===== config.mk =====
export PLATFORM = sky130hd
export DESIGN_NAME = oric_tap_recorder
export DESIGN_NICKNAME = d
export VERILOG_FILES = /design/src/rtl/oric_tap_recorder.sv
export SDC_FILE = /design/constraint.sdc
export NUM_CORES = 1
export LEC_CHECK = 0
export CAP_MARGIN = 5
export CORE_MARGIN = 8
export CORE_UTILIZATION = 54
export DETAILED_ROUTE_END_ITERATION = 16
export GPL_ROUTABILITY_DRIVEN = 0
export PLACE_DENSITY = 0.87
export SETUP_SLACK_MARGIN = 0.15
export SLEW_MARGIN = 20
export SYNTH_ARGS = -nofsm -noshare
export SYNTH_HDL_FRONTEND = slang
export SYNTH_SLANG_ARGS = --single-unit

===== constraint.sdc =====
create_clock -name clk -period 2.5 [get_ports clk]
set_input_delay 0.5 -clock clk [delete_from_list [all_inputs] [get_ports clk]]
set_output_delay 0.5 -clock clk [all_outputs]
set_load 0.01 [all_outputs]

===== src/rtl/oric_tap_recorder.sv =====
// Oric cassette capture: decodes the fast-format K7_TAPEOUT pulse train into
// bytes and hands each one to SDRAM port2 over a toggle req/ack handshake.
// Optional feature macro: ORIC_TAPREC_PARITY_EN enables odd-parity checking;
// without it the parity bit is consumed and ignored and parity_err stays 0.
module oric_tap_recorder #(
  parameter int ONE_MAX    = 520,
  parameter int MIN_PERIOD = 200,
  parameter int TIMEOUT    = 4000,
  parameter int ADDR_W     = 24
) (
  input  logic              clk,
  input  logic              res_n,
  input  logic              ce,
  input  logic              record,
  input  logic              tape_in,
  output logic              byte_req,
  input  logic              byte_ack,
  output logic [ADDR_W-1:0] byte_addr,
  output logic [7:0]        byte_data,
  output logic [ADDR_W-1:0] byte_count,
  output logic              recording,
  output logic              overrun,
  output logic              parity_err
);

  localparam int CNT_W = $clog2(TIMEOUT + 1);
  localparam logic [CNT_W-1:0] TIMEOUT_C = CNT_W'(TIMEOUT);
  localparam logic [CNT_W-1:0] MIN_C     = CNT_W'(MIN_PERIOD);
  localparam logic [CNT_W-1:0] ONE_C     = CNT_W'(ONE_MAX);

  typedef enum logic [2:0] {IDLE, HUNT, DATA, PARITY, STOP} state_t;

  state_t            state_q, state_d;
  logic              tape_s1_q, tape_s1_d, tape_s2_q, tape_s2_d, tape_prev_q, tape_prev_d;
  logic              record_q, record_d;
  logic [CNT_W-1:0]  cnt_q, cnt_d;
  logic              have_ref_q, have_ref_d;
  logic [2:0]        bit_idx_q, bit_idx_d;
  logic [7:0]        shreg_q, shreg_d;
  logic              byte_req_q, byte_req_d;
  logic              pend_q, pend_d;
  logic [ADDR_W-1:0] byte_addr_q, byte_addr_d;
  logic [7:0]        byte_data_q, byte_data_d;
  logic [ADDR_W-1:0] byte_count_q, byte_count_d;
  logic              recording_q, recording_d;
  logic              overrun_q, overrun_d;
`ifdef ORIC_TAPREC_PARITY_EN
  logic              par_q, par_d;
  logic              parity_err_q, parity_err_d;
`endif

  logic rise, timeout, bit_vld, bit_val, ack_evt, commit_try;

  // Next-state logic: edge timing, bit classification, framing FSM, handshake
  always_comb begin
    tape_s1_d    = tape_in;
    tape_s2_d    = tape_s1_q;
    tape_prev_d  = tape_s2_q;
    record_d     = record;
    state_d      = state_q;
    cnt_d        = cnt_q;
    have_ref_d   = have_ref_q;
    bit_idx_d    = bit_idx_q;
    shreg_d      = shreg_q;
    byte_req_d   = byte_req_q;
    pend_d       = pend_q;
    byte_addr_d  = byte_addr_q;
    byte_data_d  = byte_data_q;
    byte_count_d = byte_count_q;
    recording_d  = recording_q;
    overrun_d    = overrun_q;
`ifdef ORIC_TAPREC_PARITY_EN
    par_d        = par_q;
    parity_err_d = parity_err_q;
`endif
    rise       = tape_s2_q & ~tape_prev_q;
    timeout    = (state_q != IDLE) && (cnt_q == TIMEOUT_C);
    bit_vld    = 1'b0;
    bit_val    = 1'b0;
    commit_try = 1'b0;

    if (ce && (cnt_q != TIMEOUT_C)) cnt_d = cnt_q + 1'b1;

    // The acknowledge is handled first so a commit in the same cycle sees an idle handshake.
    ack_evt = pend_q && (byte_ack == byte_req_q);
    if (ack_evt) begin
      pend_d       = 1'b0;
      byte_addr_d  = byte_addr_q + 1'b1;
      byte_count_d = byte_count_q + 1'b1;
    end

    if (!record) begin
      state_d     = IDLE;
      recording_d = 1'b0;
      have_ref_d  = 1'b0;
    end else if (!record_q) begin
      state_d      = HUNT;
      recording_d  = 1'b1;
      have_ref_d   = 1'b0;
      byte_addr_d  = '0;
      byte_count_d = '0;
      overrun_d    = 1'b0;
`ifdef ORIC_TAPREC_PARITY_EN
      parity_err_d = 1'b0;
`endif
    end else if (state_q != IDLE) begin
      if (timeout) begin
        state_d    = HUNT;
        have_ref_d = 1'b0;
      end
      if (rise) begin
        if (!have_ref_q || timeout) begin
          cnt_d      = '0;
          have_ref_d = 1'b1;
        end else if (cnt_q >= MIN_C) begin
          cnt_d   = '0;
          bit_vld = 1'b1;
          bit_val = (cnt_q <= ONE_C);
        end
      end
      if (bit_vld) begin
        case (state_q)
          HUNT: begin
            if (!bit_val) begin
              state_d   = DATA;
              bit_idx_d = '0;
              shreg_d   = '0;
            end
          end
          DATA: begin
            shreg_d   = {bit_val, shreg_q[7:1]};
            bit_idx_d = bit_idx_q + 1'b1;
            if (bit_idx_q == 3'd7) state_d = PARITY;
          end
          PARITY: begin
`ifdef ORIC_TAPREC_PARITY_EN
            par_d = bit_val;
`endif
            state_d = STOP;
          end
          STOP: begin
            if (bit_val) begin
              state_d    = HUNT;
              commit_try = 1'b1;
`ifdef ORIC_TAPREC_PARITY_EN
              if (^{shreg_q, par_q} == 1'b0) begin
                commit_try   = 1'b0;
                parity_err_d = 1'b1;
              end
`endif
            end else begin
              state_d   = DATA;
              bit_idx_d = '0;
              shreg_d   = '0;
            end
          end
          default: ;
        endcase
      end
    end

    if (commit_try) begin
      if (byte_req_q == byte_ack) begin
        byte_data_d = shreg_q;
        byte_req_d  = ~byte_req_q;
        pend_d      = 1'b1;
      end else begin
        overrun_d = 1'b1;
      end
    end
  end

  // State and datapath registers
  always_ff @(posedge clk or negedge res_n) begin
    if (!res_n) begin
      state_q      <= IDLE;
      tape_s1_q    <= 1'b0;
      tape_s2_q    <= 1'b0;
      tape_prev_q  <= 1'b0;
      record_q     <= 1'b0;
      cnt_q        <= '0;
      have_ref_q   <= 1'b0;
      bit_idx_q    <= '0;
      shreg_q      <= '0;
      byte_req_q   <= 1'b0;
      pend_q       <= 1'b0;
      byte_addr_q  <= '0;
      byte_data_q  <= '0;
      byte_count_q <= '0;
      recording_q  <= 1'b0;
      overrun_q    <= 1'b0;
`ifdef ORIC_TAPREC_PARITY_EN
      par_q        <= 1'b0;
      parity_err_q <= 1'b0;
`endif
    end else begin
      state_q      <= state_d;
      tape_s1_q    <= tape_s1_d;
      tape_s2_q    <= tape_s2_d;
      tape_prev_q  <= tape_prev_d;
      record_q     <= record_d;
      cnt_q        <= cnt_d;
      have_ref_q   <= have_ref_d;
      bit_idx_q    <= bit_idx_d;
      shreg_q      <= shreg_d;
      byte_req_q   <= byte_req_d;
      pend_q       <= pend_d;
      byte_addr_q  <= byte_addr_d;
      byte_data_q  <= byte_data_d;
      byte_count_q <= byte_count_d;
      recording_q  <= recording_d;
      overrun_q    <= overrun_d;
`ifdef ORIC_TAPREC_PARITY_EN
      par_q        <= par_d;
      parity_err_q <= parity_err_d;
`endif
    end
  end

  assign byte_req   = byte_req_q;
  assign byte_addr  = byte_addr_q;
  assign byte_data  = byte_data_q;
  assign byte_count = byte_count_q;
  assign recording  = recording_q;
  assign overrun    = overrun_q;
`ifdef ORIC_TAPREC_PARITY_EN
  assign parity_err = parity_err_q;
`else
  assign parity_err = 1'b0;
`endif

endmodule

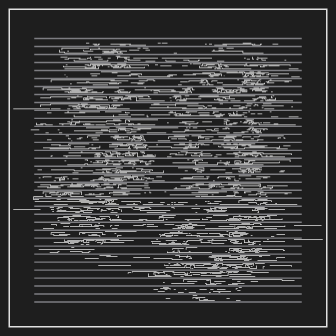
Fig. 1. M1 wires (run 1).
Supply wires on this layer in grey.
main direction: horizontal
wire length on this layer: 4,330 µm
nets with wire on the layer: 468
GR Util met1: 22.2%
vias: 3,611

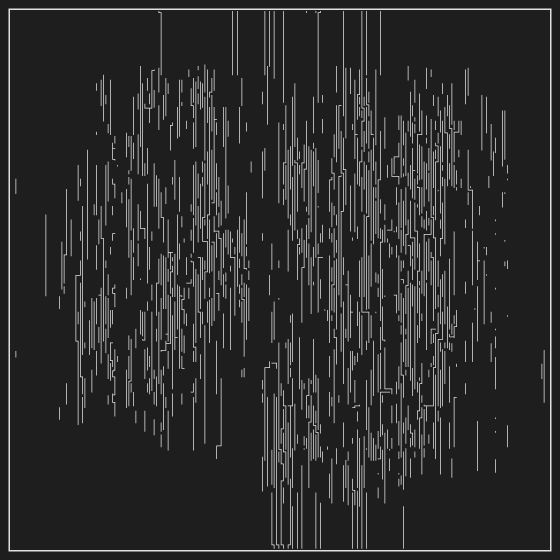
Fig. 2. M2 wires (run 1).
share of all routed wire: 49%
nets with wire on the layer: 470
longest straight run: 29.6 µm
main direction: vertical
wire length on this layer: 5,070 µm
met2 Usage GRT: 30.2%
wirelength, routed: 10,300 µm

==> out/qor.yml, run 1 <==
cts_setup_buffers: 0
place_ws_ns: -0.00202
coreArea_um2: 8180
rows: 33
cp_top_family: "simple AND/OR/NAND/NOR gates"
cp.arrival_ns: 2.53
synthArstFlopShare_pct: 100
logic_gates: 320
final.setup.worst_slack_ns: 0.254
worstPathMaxFanout: 7
topCellsByArea: "dfrtp_1, xnor2_1, nor2_1"
comb_share_pct: 37.8
reg2regPathDepth: 6
end_kind: "flop"
wl_met2_um: 5070
syn_to_final_growth_pct: 22.4
ctsHtreeMaxLevel: 3
grt_overflow_total: 0
netlist_area_um2: 4540
worstPathCellList: "clkdlybuf4s50_1, xnor2_2, nand4_1, or3_1, or4_1, a21oi_1"
status: "finished, final reports clean"
worst_r2r_endpoint: "shreg_q[0]"
synth-seq-cells: 91
grt_pass1_wl_um: 17100
pg_comb_mw: 0.248
grt_use_total_pct: 18.1
via_per_inst: 5.71
whs_ns: 0.121
post-synth-top-area-fraction_pct: 50.2
nNetsFinal: 534
diodes: 0
rr_startpoint: "cnt_q[1]"
place_hpwl_um: 7060
wl_met1_um: 4330
cp.depth: 6
layout-drive-gt1-share_pct: 9.87
max_freq_mhz: 445
dr.pass1.iters: 4
seq_share_pct: 41.0
clock_area_share_pct: 3.63
power.density_nw_per_um2: 518
setup.worst_path.class: "input port to flop"
clock-root-buffer: "clkbuf_8"
period_used_pct: 89.9
nonClockInverterCount: 24
cts_resized: 0
cts_buffer_depth: 2
synth_chip_area_um2: 4540
leakage_nw: 2.40
synthFlopType: "dfrtp_1"
cts_inserted_buffers: 9
logic_area_um2: 2100
wl_met3_um: 657
p_int_mw: 2.12
pg_clk_mw: 1.02
fp_nets: 466
switching_power_mw: 0.758
nFillCells: 635
period_needed_ns: 2.25
nClkBuffers: 10
busiest_layer: "met2"
cts_hold_buf: 0
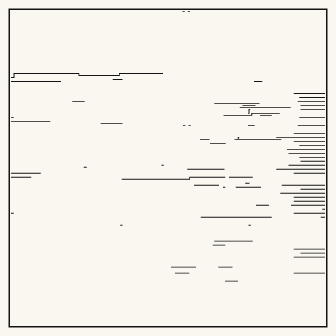
Fig. 3. Metal 3 (run 1).
wire length on this layer: 657 µm
main direction: horizontal
share of all routed wire: 6.4%
nets with wire on the layer: 61
longest straight run: 23.9 µm
met3 Usage GRT: 3.23%

run 1: cell usage in the layout (no fill, tap or decap), drive strengths merged, types with 15 or more instances in the layout:
| cell | Yosys | final |
|---|---|---|
| dfrtp | 91 | 91 |
| xnor2 | 31 | 31 |
| nand3 | 19 | 19 |
| xor2 | 17 | 17 |
| inv | 24 | 25 |
| o21ai | 15 | 15 |
| clkdlybuf4s50 | 0 | 63 |
| nand2 | 34 | 34 |
| nor2 | 57 | 57 |
| nand4 | 17 | 17 |
run 1: flip-flops by register name (all words and copies together) (netlist names), 3 cells and up, named ones only:
register	cells
cnt_q	12
state_q	3
byte_addr	24
shreg_q	8
byte_data	8
byte_count	24
bit_idx_q	3
run 1: cells in the mapped netlist (2+ instances only):
library cell,number
a21oi_1,13
a31oi_1,3
and2_1,2
and3_1,6
and3_2,2
and4_1,6
buf_2,2
buf_6,2
clkbuf_1,13
dfrtp_1,91
ha_1,6
inv_1,24
mux2_4,9
mux2i_1,13
nand2_1,34
nand3_1,19
nand4_1,17
nor2_1,57
nor2b_1,4
nor3_1,14
nor4_1,13
o21a_1,2
o21ai_0,14
o311a_1,2
o31ai_1,3
or3_1,10
or3b_1,2
xnor2_1,30
xor2_1,17
run 1: stage by stage:
stage	setup TNS, ns	area [µm²]	util (%)
3_5_place_dp	-0.00202	5340	65.3
4_1_cts	0	5540	67.7
5_1_grt	0	5550	67.9
2_1_floorplan	0	4540	-
3_3_place_gp	0	5340	65.3
6_report	0	5550	67.9
run 1: cells by family after synthesis:
kind of cell               count (synthesis)  share of synthesized area (%)
AOI/OAI and AO/OA                         45                           6.15
xor gates and xnor gates                  48                           9.43
adders and majority gates                  6                           1.66
buffers and inverters                     43                           4.03
DFF                                       91                           50.2
muxes                                     23                           6.10
other                                      1                         0.0827
and+or+nand+nor                          197                           22.3
Fig. 4: run 1, the clock network
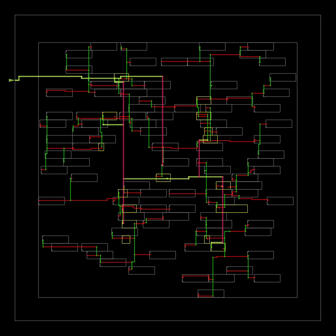

==> run 2: changes to the inputs <==
--- a/config.mk
+++ b/config.mk
@@ -6,7 +6,7 @@
 export NUM_CORES = 1
 export LEC_CHECK = 0
 export CAP_MARGIN = 5
-export CORE_MARGIN = 8
+export CORE_MARGIN = 5
 export CORE_UTILIZATION = 54
 export DETAILED_ROUTE_END_ITERATION = 16
 export GPL_ROUTABILITY_DRIVEN = 0
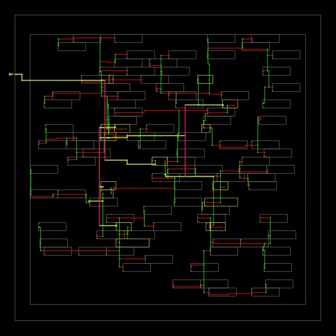
Fig. 5. The clock network (run 2).
Sink Count: 91
clock buffers: 11
Skew-Pair Late Insertion Delay: 0.36 ns
Layout Skew: 0.0133 ns
CTS buffer count: 9

==> out/qor.yml, run 2 <==
status: "finished, final reports clean"  # unchanged
synth-seq-cells: 91  # unchanged
syn_to_final_growth_pct: 22.6  # was 22.4%
netlist_area_um2: 4540  # unchanged
worstPathMaxFanout: 9  # was 7
fp_nets: 466  # unchanged
grt_overflow_total: 0  # unchanged
final.setup.worst_slack_ns: 0.240  # was 0.254 ns
setup.worst_path.class: "flop to flop"  # was input port to flop
design_area_um2: 5560  # was 5550 µm²
synthArstFlopShare_pct: 100  # unchanged
layout-drive-gt1-share_pct: 9.32  # was 9.87%
via_per_inst: 5.62  # was 5.71
synth_chip_area_um2: 4540  # unchanged
p_int_mw: 2.20  # was 2.12 mW
cts_hold_buf: 0  # unchanged
dr.pass1.iters: 4  # unchanged
synthFlopType: "dfrtp_1"  # unchanged
mostFrequentLayoutCells: "dfrtp_1, clkdlybuf4s50_1, nor2_1"  # unchanged
grt_pass1_wl_um: 15900  # was 17,100 µm
reg2regPathDepth: 5  # was 6
period_needed_ns: 2.26  # was 2.25 ns
topCellsByArea: "dfrtp_1, xnor2_1, nor2_1"  # unchanged
rows: 33  # unchanged
clock-root-buffer: "clkbuf_8"  # unchanged
leakage_nw: 2.40  # about the same
lay_top_count: "dfrtp_1"  # unchanged
nNetsFinal: 533  # was 534
totalWireLength_um: 9650  # was 10,300 µm
cts_buffer_depth: 2  # unchanged
post-synth-top-area-fraction_pct: 50.2  # unchanged
final.setup.tns_ns: 0  # unchanged
power.density_nw_per_um2: 532  # was 518 nW/µm²
ctsHtreeMaxLevel: 3  # unchanged
postLayoutCoreUtil_pct: 67.7  # was 67.9%
most_common_cell: "dfrtp_1"  # unchanged
place_hpwl_um: 6700  # was 7060 µm
end_kind: "flop"  # unchanged
place_ws_ns: 0.0605  # was -0.00202 ns
coreArea_um2: 8220  # was 8180 µm²
rr_startpoint: "cnt_q[0]"  # was cnt_q[1]
switching_power_mw: 0.756  # was 0.758 mW
grt_use_total_pct: 19.2  # was 18.1%
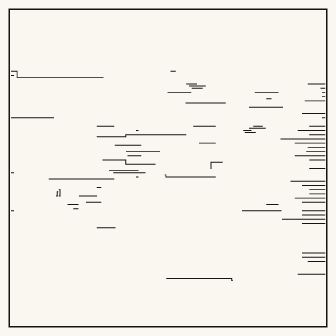
Fig. 6. Metal 3 (run 2).
share of all routed wire: 5.5%
longest straight run: 27.6 µm
wire length on this layer: 529 µm
vias: 3,547
met3 Usage GRT: 3.24%

[run 2: cell counts after synthesis]
Identical to the previous run, type by type.
[run 2: layout make-up]
cell class	count	area (µm²)
fill	626	2660
multi-input combinational	320	2100
sequential	91	2280
clock inverter	5	86.3
clock buffer	11	131
timing repair buffer	75	746
inverter	24	90.1
tap	105	131
[run 2: logic make-up (layout without fill, tap and decap cells)]
group,Yosys count,after routing,synth area share (%)
AOI/OAI and AO/OA,45,45,6.15
DFF,91,91,50.2
and+or+nand+nor,197,197,22.3
adders and majority gates,6,6,1.66
other,1,1,0.0827
buffers and inverters,43,115,4.03
muxes,23,23,6.10
xor gates and xnor gates,48,48,9.43
[run 2: metal layers]
layer / global-route usage, % / vias to the layer above / part of all wire, %
met5: 0 / - / 0
met4: 5.11 / 0 / 1.0
met3: 3.24 / 11 / 5.5
met2: 32.4 / 115 / 51
met1: 25.8 / 1720 / 43
li1: - / 1701 / -
[run 2: what timing repair did]
item / 4_1_cts / 5_1_grt
setup buffers: 0 / 0
resized: 0 / 3
setup endpoints to repair: 0 / 17
[run 2: critical path, cell delays in order (launching register included)]
cell and delay [ns]:
dfrtp_1 0.47, o31ai_1 0.38, a31oi_2 0.21, nor3b_2 0.25, or3b_4 0.52, mux2_4 0.34
[run 2: per-stage QoR]
step	total power [mW]	instances
detailed placement	1.89	615
floorplan	1.78	454
CTS	2.98	631
global route	3.08	631
finish	2.96	631
global placement	1.87	615
[run 2: power groups by stage]
stage	logic [mW]	registers [mW]	clock network [mW]
floorplan	0.165	1.62	0
global placement	0.235	1.63	0
detailed placement	0.246	1.64	0
CTS	0.248	1.61	1.12
global route	0.282	1.63	1.17
finish	0.251	1.61	1.10
Power and IR drop assume default switching activity.
